<file path="config.mk">
export PLATFORM = sky130hd
export DESIGN_NAME = df_channel_profiler
export DESIGN_NICKNAME = d
export VERILOG_FILES = /design/src/rtl/df_prof_pkg.sv /design/src/rtl/df_chan_stats.sv /design/src/rtl/df_channel_profiler.sv
export SDC_FILE = /design/constraint.sdc
export NUM_CORES = 2
export LEC_CHECK = 0
export CAP_MARGIN = 20
export CELL_PAD_IN_SITES_DETAIL_PLACEMENT = 0
export CELL_PAD_IN_SITES_GLOBAL_PLACEMENT = 1
export CORE_MARGIN = 10
export CORE_UTILIZATION = 45
export DETAILED_ROUTE_END_ITERATION = 6
export PLACE_DENSITY_LB_ADDON = 0.1
export SETUP_SLACK_MARGIN = 0.2
export SYNTH_ARGS = -nofsm -noshare
export SYNTH_HDL_FRONTEND = slang
export SYNTH_SLANG_ARGS = --single-unit
</file>
<file path="constraint.sdc">
create_clock -name clock -period 8.1 [get_ports clock]
set_input_delay 1.62 -clock clock [delete_from_list [all_inputs] [get_ports clock]]
set_output_delay 1.62 -clock clock [all_outputs]
set_load 0.01 [all_outputs]
</file>
<file path="src/rtl/df_prof_pkg.sv">
// Shared types and helpers for the dataflow channel profiler.
// Holds the run-state encoding, readout field codes, flag bit positions and a saturating increment.
package df_prof_pkg;

  typedef enum logic [1:0] {
    ST_IDLE   = 2'd0,
    ST_RUN    = 2'd1,
    ST_FROZEN = 2'd2
  } prof_state_e;

  localparam logic [2:0] FLD_OCC      = 3'd0;
  localparam logic [2:0] FLD_WM       = 3'd1;
  localparam logic [2:0] FLD_RD_STALL = 3'd2;
  localparam logic [2:0] FLD_WR_STALL = 3'd3;
  localparam logic [2:0] FLD_FLAGS    = 3'd4;
  localparam logic [2:0] FLD_RUN      = 3'd5;

  localparam int FLAG_W     = 4;
  localparam int FLAG_OVF   = 0;
  localparam int FLAG_UDF   = 1;
  localparam int FLAG_SAT   = 2;
  localparam int FLAG_PROTO = 3;

  // Counters up to 64 bits share this; callers widen in and truncate out.
  function automatic logic [63:0] sat_inc(input logic [63:0] val, input int unsigned width);
    logic [63:0] max_val;
    max_val = (width >= 64) ? '1 : ((64'd1 << width) - 64'd1);
    return (val >= max_val) ? max_val : val + 64'd1;
  endfunction

endpackage

</file>
<file path="src/rtl/df_chan_stats.sv">
// Statistics for one monitored FIFO channel: occupancy, high-watermark,
// read/write stall counters and sticky error flags.
module df_chan_stats
  import df_prof_pkg::*;
#(
  parameter int DEPTH_W = 8,
  parameter int CNT_W   = 32
) (
  input  logic               clock,
  input  logic               reset,
  input  logic               clr,
  input  logic               run,
  input  logic               wr,
  input  logic               rd,
  input  logic               wr_block,
  input  logic               rd_block,
  output logic [DEPTH_W-1:0] occ,
  output logic [DEPTH_W-1:0] watermark,
  output logic [CNT_W-1:0]   rd_stall,
  output logic [CNT_W-1:0]   wr_stall,
  output logic [FLAG_W-1:0]  flags
);

  localparam logic [DEPTH_W-1:0] OCC_MAX = '1;
  localparam logic [CNT_W-1:0]   CNT_MAX = '1;

  logic [DEPTH_W-1:0] occ_q, occ_d;
  logic [DEPTH_W-1:0] wm_q, wm_d;
  logic [CNT_W-1:0]   rs_q, rs_d;
  logic [CNT_W-1:0]   ws_q, ws_d;
  logic [FLAG_W-1:0]  flags_q, flags_d;

  always_comb begin
    occ_d   = occ_q;
    wm_d    = wm_q;
    rs_d    = rs_q;
    ws_d    = ws_q;
    flags_d = flags_q;
    if (clr) begin
      occ_d   = '0;
      wm_d    = '0;
      rs_d    = '0;
      ws_d    = '0;
      flags_d = '0;
    end else if (run) begin
      if (wr && !rd) begin
        if (occ_q == OCC_MAX) flags_d[FLAG_OVF] = 1'b1;
        else                  occ_d = occ_q + 1'b1;
      end else if (rd && !wr) begin
        if (occ_q == '0) flags_d[FLAG_UDF] = 1'b1;
        else             occ_d = occ_q - 1'b1;
      end
      // Compare against the next occupancy so the watermark tracks in the same cycle.
      if (occ_d > wm_q) wm_d = occ_d;
      if (rd_block) begin
        rs_d = CNT_W'(sat_inc(64'(rs_q), CNT_W));
        if (rs_d == CNT_MAX) flags_d[FLAG_SAT] = 1'b1;
      end
      if (wr_block) begin
        ws_d = CNT_W'(sat_inc(64'(ws_q), CNT_W));
        if (ws_d == CNT_MAX) flags_d[FLAG_SAT] = 1'b1;
      end
      if (rd_block && wr_block) flags_d[FLAG_PROTO] = 1'b1;
    end
  end

  always_ff @(posedge clock) begin
    if (reset) begin
      occ_q   <= '0;
      wm_q    <= '0;
      rs_q    <= '0;
      ws_q    <= '0;
      flags_q <= '0;
    end else begin
      occ_q   <= occ_d;
      wm_q    <= wm_d;
      rs_q    <= rs_d;
      ws_q    <= ws_d;
      flags_q <= flags_d;
    end
  end

  assign occ       = occ_q;
  assign watermark = wm_q;
  assign rd_stall  = rs_q;
  assign wr_stall  = ws_q;
  assign flags     = flags_q;

endmodule

</file>
<file path="src/rtl/df_channel_profiler.sv">
// Dataflow region profiler: run FSM, deadlock detector, run-cycle counter and a
// two-stage readout pipeline over per-channel statistics.
module df_channel_profiler
  import df_prof_pkg::*;
#(
  parameter int NUM_CHAN = 7,
  parameter int DEPTH_W  = 8,
  parameter int CNT_W    = 32,
  parameter int DL_CYC   = 1024
) (
  input  logic                clock,
  input  logic                reset,
  input  logic                start,
  input  logic                finish,
  input  logic                clear,
  input  logic [NUM_CHAN-1:0] wr_en,
  input  logic [NUM_CHAN-1:0] rd_en,
  input  logic [NUM_CHAN-1:0] wr_block,
  input  logic [NUM_CHAN-1:0] rd_block,
  input  logic                rq_valid,
  input  logic [4:0]          rq_chan,
  input  logic [2:0]          rq_field,
  output logic                rs_valid,
  output logic [CNT_W-1:0]    rs_data,
  output logic [1:0]          state,
  output logic                deadlock,
  output logic [CNT_W-1:0]    run_cycles
);

  localparam int              DL_W    = $clog2(DL_CYC);
  localparam logic [DL_W-1:0] DL_LAST = DL_W'(DL_CYC - 1);

  prof_state_e      state_q, state_d;
  logic             deadlock_q, deadlock_d;
  logic [CNT_W-1:0] run_q, run_d;
  logic [DL_W-1:0]  dl_cnt_q, dl_cnt_d;
  logic             running, no_progress;

  logic [DEPTH_W-1:0] occ_a   [NUM_CHAN];
  logic [DEPTH_W-1:0] wm_a    [NUM_CHAN];
  logic [CNT_W-1:0]   rs_a    [NUM_CHAN];
  logic [CNT_W-1:0]   ws_a    [NUM_CHAN];
  logic [FLAG_W-1:0]  flags_a [NUM_CHAN];

  assign running     = (state_q == ST_RUN);
  assign no_progress = running && ((wr_en | rd_en) == '0) && ((wr_block | rd_block) != '0);

  for (genvar g = 0; g < NUM_CHAN; g++) begin : g_chan
    df_chan_stats #(
      .DEPTH_W (DEPTH_W),
      .CNT_W   (CNT_W)
    ) u_stats (
      .clock     (clock),
      .reset     (reset),
      .clr       (clear),
      .run       (running),
      .wr        (wr_en[g]),
      .rd        (rd_en[g]),
      .wr_block  (wr_block[g]),
      .rd_block  (rd_block[g]),
      .occ       (occ_a[g]),
      .watermark (wm_a[g]),
      .rd_stall  (rs_a[g]),
      .wr_stall  (ws_a[g]),
      .flags     (flags_a[g])
    );
  end

  // Priority: clear, then finish, then deadlock, then start.
  always_comb begin
    state_d    = state_q;
    deadlock_d = deadlock_q;
    run_d      = run_q;
    dl_cnt_d   = dl_cnt_q;
    if (clear) begin
      state_d    = ST_IDLE;
      deadlock_d = 1'b0;
      run_d      = '0;
      dl_cnt_d   = '0;
    end else begin
      case (state_q)
        ST_IDLE: begin
          dl_cnt_d = '0;
          if (start) state_d = ST_RUN;
        end
        ST_RUN: begin
          run_d    = CNT_W'(sat_inc(64'(run_q), CNT_W));
          dl_cnt_d = no_progress ? dl_cnt_q + 1'b1 : '0;
          if (finish) begin
            state_d  = ST_FROZEN;
            dl_cnt_d = '0;
          end else if (no_progress && dl_cnt_q == DL_LAST) begin
            state_d    = ST_FROZEN;
            deadlock_d = 1'b1;
            dl_cnt_d   = '0;
          end
        end
        ST_FROZEN: ;
        default: state_d = ST_IDLE;
      endcase
    end
  end

  always_ff @(posedge clock) begin
    if (reset) begin
      state_q    <= ST_IDLE;
      deadlock_q <= 1'b0;
      run_q      <= '0;
      dl_cnt_q   <= '0;
    end else begin
      state_q    <= state_d;
      deadlock_q <= deadlock_d;
      run_q      <= run_d;
      dl_cnt_q   <= dl_cnt_d;
    end
  end

  logic             sel_valid_q, sel_valid_d;
  logic [4:0]       sel_chan_q, sel_chan_d;
  logic [2:0]       sel_field_q, sel_field_d;
  logic             rs_valid_q, rs_valid_d;
  logic [CNT_W-1:0] rs_data_q, rs_data_d;
  logic [CNT_W-1:0] rd_val;

  // Out-of-range channels and unknown fields fall through to zero.
  always_comb begin
    rd_val = '0;
    for (int i = 0; i < NUM_CHAN; i++) begin
      if (sel_chan_q == 5'(i)) begin
        case (sel_field_q)
          FLD_OCC:      rd_val = CNT_W'(occ_a[i]);
          FLD_WM:       rd_val = CNT_W'(wm_a[i]);
          FLD_RD_STALL: rd_val = rs_a[i];
          FLD_WR_STALL: rd_val = ws_a[i];
          FLD_FLAGS:    rd_val = CNT_W'(flags_a[i]);
          FLD_RUN:      rd_val = run_q;
          default:      rd_val = '0;
        endcase
      end
    end
  end

  always_comb begin
    sel_valid_d = rq_valid;
    sel_chan_d  = rq_chan;
    sel_field_d = rq_field;
    rs_valid_d  = sel_valid_q;
    rs_data_d   = sel_valid_q ? rd_val : '0;
  end

  always_ff @(posedge clock) begin
    if (reset) begin
      sel_valid_q <= 1'b0;
      sel_chan_q  <= '0;
      sel_field_q <= '0;
      rs_valid_q  <= 1'b0;
      rs_data_q   <= '0;
    end else begin
      sel_valid_q <= sel_valid_d;
      sel_chan_q  <= sel_chan_d;
      sel_field_q <= sel_field_d;
      rs_valid_q  <= rs_valid_d;
      rs_data_q   <= rs_data_d;
    end
  end

  assign state      = state_q;
  assign deadlock   = deadlock_q;
  assign run_cycles = run_q;
  assign rs_valid   = rs_valid_q;
  assign rs_data    = rs_data_q;

endmodule

</file>
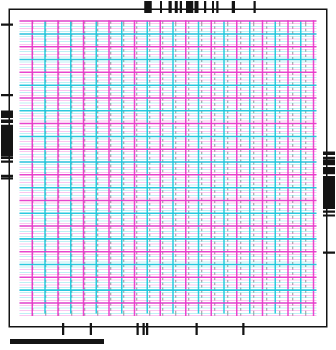
(images/floorplan.png)
Bar = 100 um. Pins as bars on the die edge. Tap cells in gray.
[VDD] cyan
[VSS] magenta
met1 rails: 116
tap cells: 1,287
rows: 115
width of the chip: 335 um
height of the chip: 335 um
core outline area: 0.0986 mm^2
maximum vdd drop: 164 uV

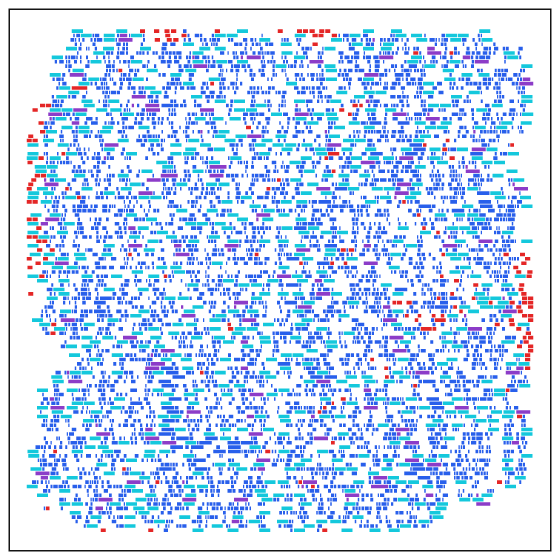
(images/class_map.png)
[registers] cyan | cells: 675 | share of their area: 29%
[clock drivers and dummy loads] purple | cells: 150 | share of their area: 5.9%
[remaining logic cells] blue | cells: 4,756 | share of their area: 62%
[remaining buffers and delay cells] red | cells: 171 | share of their area: 3.4%
Rows: 115
share of the core filled with cells: 49.7%
Post-Layout Inst Area: 0.0490 mm^2
register fraction of the total cell area: 27.6%

==> run summary <==
Flow results follow.

The run finished with clean final reports. The area taken by flip-flops and latches is 0.0135 mm^2. The script extracted a total leakage power of 14.8 nW.

After detailed routing, the number of remaining DRC violations is 0. The kind of cell with the highest combined delay on the critical path is AND-OR/OR-AND gates. The total power density per cell area is roughly 160 mW/mm^2. The most frequent logic cell in the layout is sky130_fd_sc_hd__dfxtp_1.

CTS saw 675 sinks. After technology mapping, the gate count stands at 5,894. Multi-input gates account for between 50 and 60% of the area.

The switching fraction of total power is between 20% and 30%. The clock root buffer master is sky130_fd_sc_hd__clkbuf_16. The number of hold-repair buffers added at the cts stage is 0. The total vias in the final route is 46,400. The final count of hold timing violations is 0. The startpoint of the lowest-slack hold path is g_chan[6].u_stats.flags[3]$_SDFFE_PP0P_. The worst-case clock buffer depth is 3.

The clock H-tree reported by CTS has 3 levels. Listed in order, past its start point the critical path passes clkdlybuf4s50_1, nor3b_1, nand3_1, or3_1, o32ai_1, nor2_1, a211oi_1, ha_1, nand4_1, o21ai_0, o211a_1, mux2i_1, nor2_1. The cell with the most instances on the worst path is sky130_fd_sc_hd__nor2_1. The post-synth register bit count is ~680. The most frequently used flop master after synthesis is sky130_fd_sc_hd__dfxtp_1.

The final layout report lists a non-clock buffer count of 171. The number of buffer cells added on primary ports is 109. The repair_antennas step left the layout with diodes totalling 5. The data arrival time at the worst-slack endpoint is between 5 and 6 ns. The total number of yosys warnings is 0.

Once layout is complete, the cells apart from fillers number 7,044. The most critical setup path has its startpoint at rd_en[2]. The cell area after technology mapping is 0.0448 mm^2. The start of the worst register-to-register path is g_chan[4].u_stats.wr_stall[2]$_SDFFE_PP0P_. The number of instances resized during post-cts repair is 0. The area of combinational cells with multiple inputs is around 0.029 mm^2.

TritonCTS built the clock tree. The kind of critical path is in2reg. The insertion delay of the later-clocked pin in the worst-skew pair is about 0.68 ns. The die covers 0.113 mm^2. The synthesized netlist contains ~98 unique library cells. The number of buffers created by CTS is 84. Before antenna repair, the detailed router went through 6 iterations.

In the layout the commonest cells are sky130_fd_sc_hd__dfxtp_1, sky130_fd_sc_hd__nor2_1, sky130_fd_sc_hd__a21oi_1, sky130_fd_sc_hd__nand2_1, sky130_fd_sc_hd__o21ai_0. After layout, the design draws a total of ~0.008 W. The worst-case max-slew headroom was logged as between 20% and 30%. The required time at the worst endpoint is listed as 8.62 ns.

The portion of total power attributed to the clock network is 50.1%. Per the final report, the share of cell area in clock cells is under 10%. The number of tap cells inserted is 1,287.

The cell with the largest stage delay on the worst path is sky130_fd_sc_hd__clkdlybuf4s50_1. The final weighted congestion in routability-driven placement is 0.967.
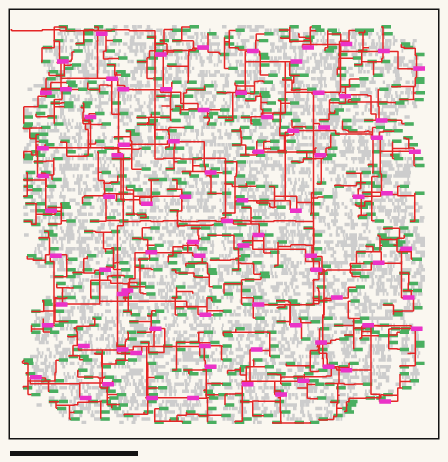
(images/clock_wires.png)
Bar = 100 um.
[clock-net drivers] magenta | count: 84
[clock wires] red | length: 10,800 um
[flip-flops] green | count: 675
routed clock nets: 85
flops lie: all over the die

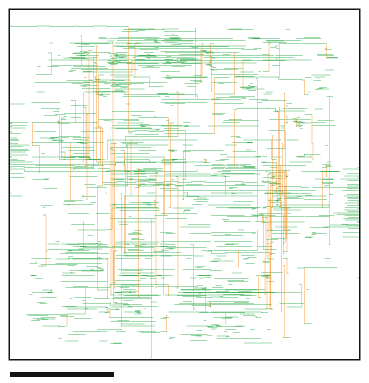
(images/layers.png)
Bar = 100 um. Two of the layers only.
[M3] green | wire length: 17,800 um
[M4] orange | wire length: 5,690 um

==> synthesized netlist by cell type (112+ instances only) <==
master / count / area share [%]
sky130_fd_sc_hd__a311oi_1: 121 / 2.4
sky130_fd_sc_hd__nand4_1: 170 / 2.4
sky130_fd_sc_hd__dfxtp_1: 675 / 30
sky130_fd_sc_hd__a211oi_1: 112 / 1.9
sky130_fd_sc_hd__o21ai_0: 333 / 3.7
sky130_fd_sc_hd__nor3_1: 190 / 2.1
sky130_fd_sc_hd__nor2_1: 638 / 5.3
sky130_fd_sc_hd__inv_1: 172 / 1.4
sky130_fd_sc_hd__nand3_1: 319 / 3.6
sky130_fd_sc_hd__clkbuf_1: 333 / 2.8
sky130_fd_sc_hd__and3_1: 118 / 1.6
sky130_fd_sc_hd__a21oi_1: 525 / 5.9
sky130_fd_sc_hd__mux2i_1: 218 / 4.9
sky130_fd_sc_hd__nand2_1: 483 / 4.0
==> path summary, 6_finish.rpt <==
path,end,slack [ns]
setup / recovery,g_chan[2].u_stats.watermark[5]$_SDFFE_PP0P_,3.38
setup reg to reg,g_chan[4].u_stats.flags[2]$_SDFFE_PP0P_,4.18
hold / removal,g_chan[6].u_stats.flags[3]$_SDFFE_PP0P_,0.46
hold reg to reg,g_chan[6].u_stats.flags[3]$_SDFFE_PP0P_,0.46
==> cell families after synthesis <==
family	count (synthesis)	share of synthesized area, %
AOI/OAI and AO/OA	1657	23.6
muxes	282	7.87
DFF	675	30.2
and+or+nand+nor	2414	27.4
adders and majority gates	91	2.54
buffers and inverters	635	5.68
xor gates and xnor gates	140	2.74
==> routing by layer <==
layer	GRT usage (%)	vias up	wire (um)
li1	-	21600	-
met1	46.7	22400	84300
met2	43.1	2112	73400
met3	6.02	272	17800
met4	9.69	10	5690
met5	0	-	68
==> flip-flops by register name, indices dropped and copies added (netlist names) <==
| register | count |
|---|---|
| rs_data | 32 |
| g_chan.u_stats.wr_stall | 224 |
| g_chan.u_stats.flags | 28 |
| sel_chan_q | 5 |
| sel_field_q | 3 |
| rs_valid_d | 1 |
| g_chan.u_stats.rd_stall | 224 |
| dl_cnt_q | 10 |
| deadlock | 1 |
| g_chan.u_stats.occ | 56 |
| run_cycles | 32 |
| state | 2 |
| rs_valid | 1 |
| g_chan.u_stats.watermark | 56 |
==> power groups by stage <==
stage / combinational [W] / sequential [W] / clock, W
after global routing: 0.000563 / 0.00336 / 0.00407
after floorplan: 0.000343 / 0.00341 / 0
final: 0.000525 / 0.00336 / 0.00390
after global placement: 0.000513 / 0.00344 / 0
after CTS: 0.000515 / 0.00336 / 0.00394
after detailed placement: 0.000513 / 0.00344 / 0
==> worst reg2reg max path, stage by stage, from the launching register on <==
cell and delay (ns):
sky130_fd_sc_hd__dfxtp_1 0.62, sky130_fd_sc_hd__nand4_1 0.51, sky130_fd_sc_hd__nor4_1 0.63, sky130_fd_sc_hd__nor2_1 0.12
sky130_fd_sc_hd__a2111oi_0 0.68, sky130_fd_sc_hd__nand4_1 0.16, sky130_fd_sc_hd__a2111oi_0 0.62, sky130_fd_sc_hd__o2111ai_1 0.34
sky130_fd_sc_hd__o211ai_1 0.17
Power figures rest on the tool's default switching activity, not on a simulated workload.
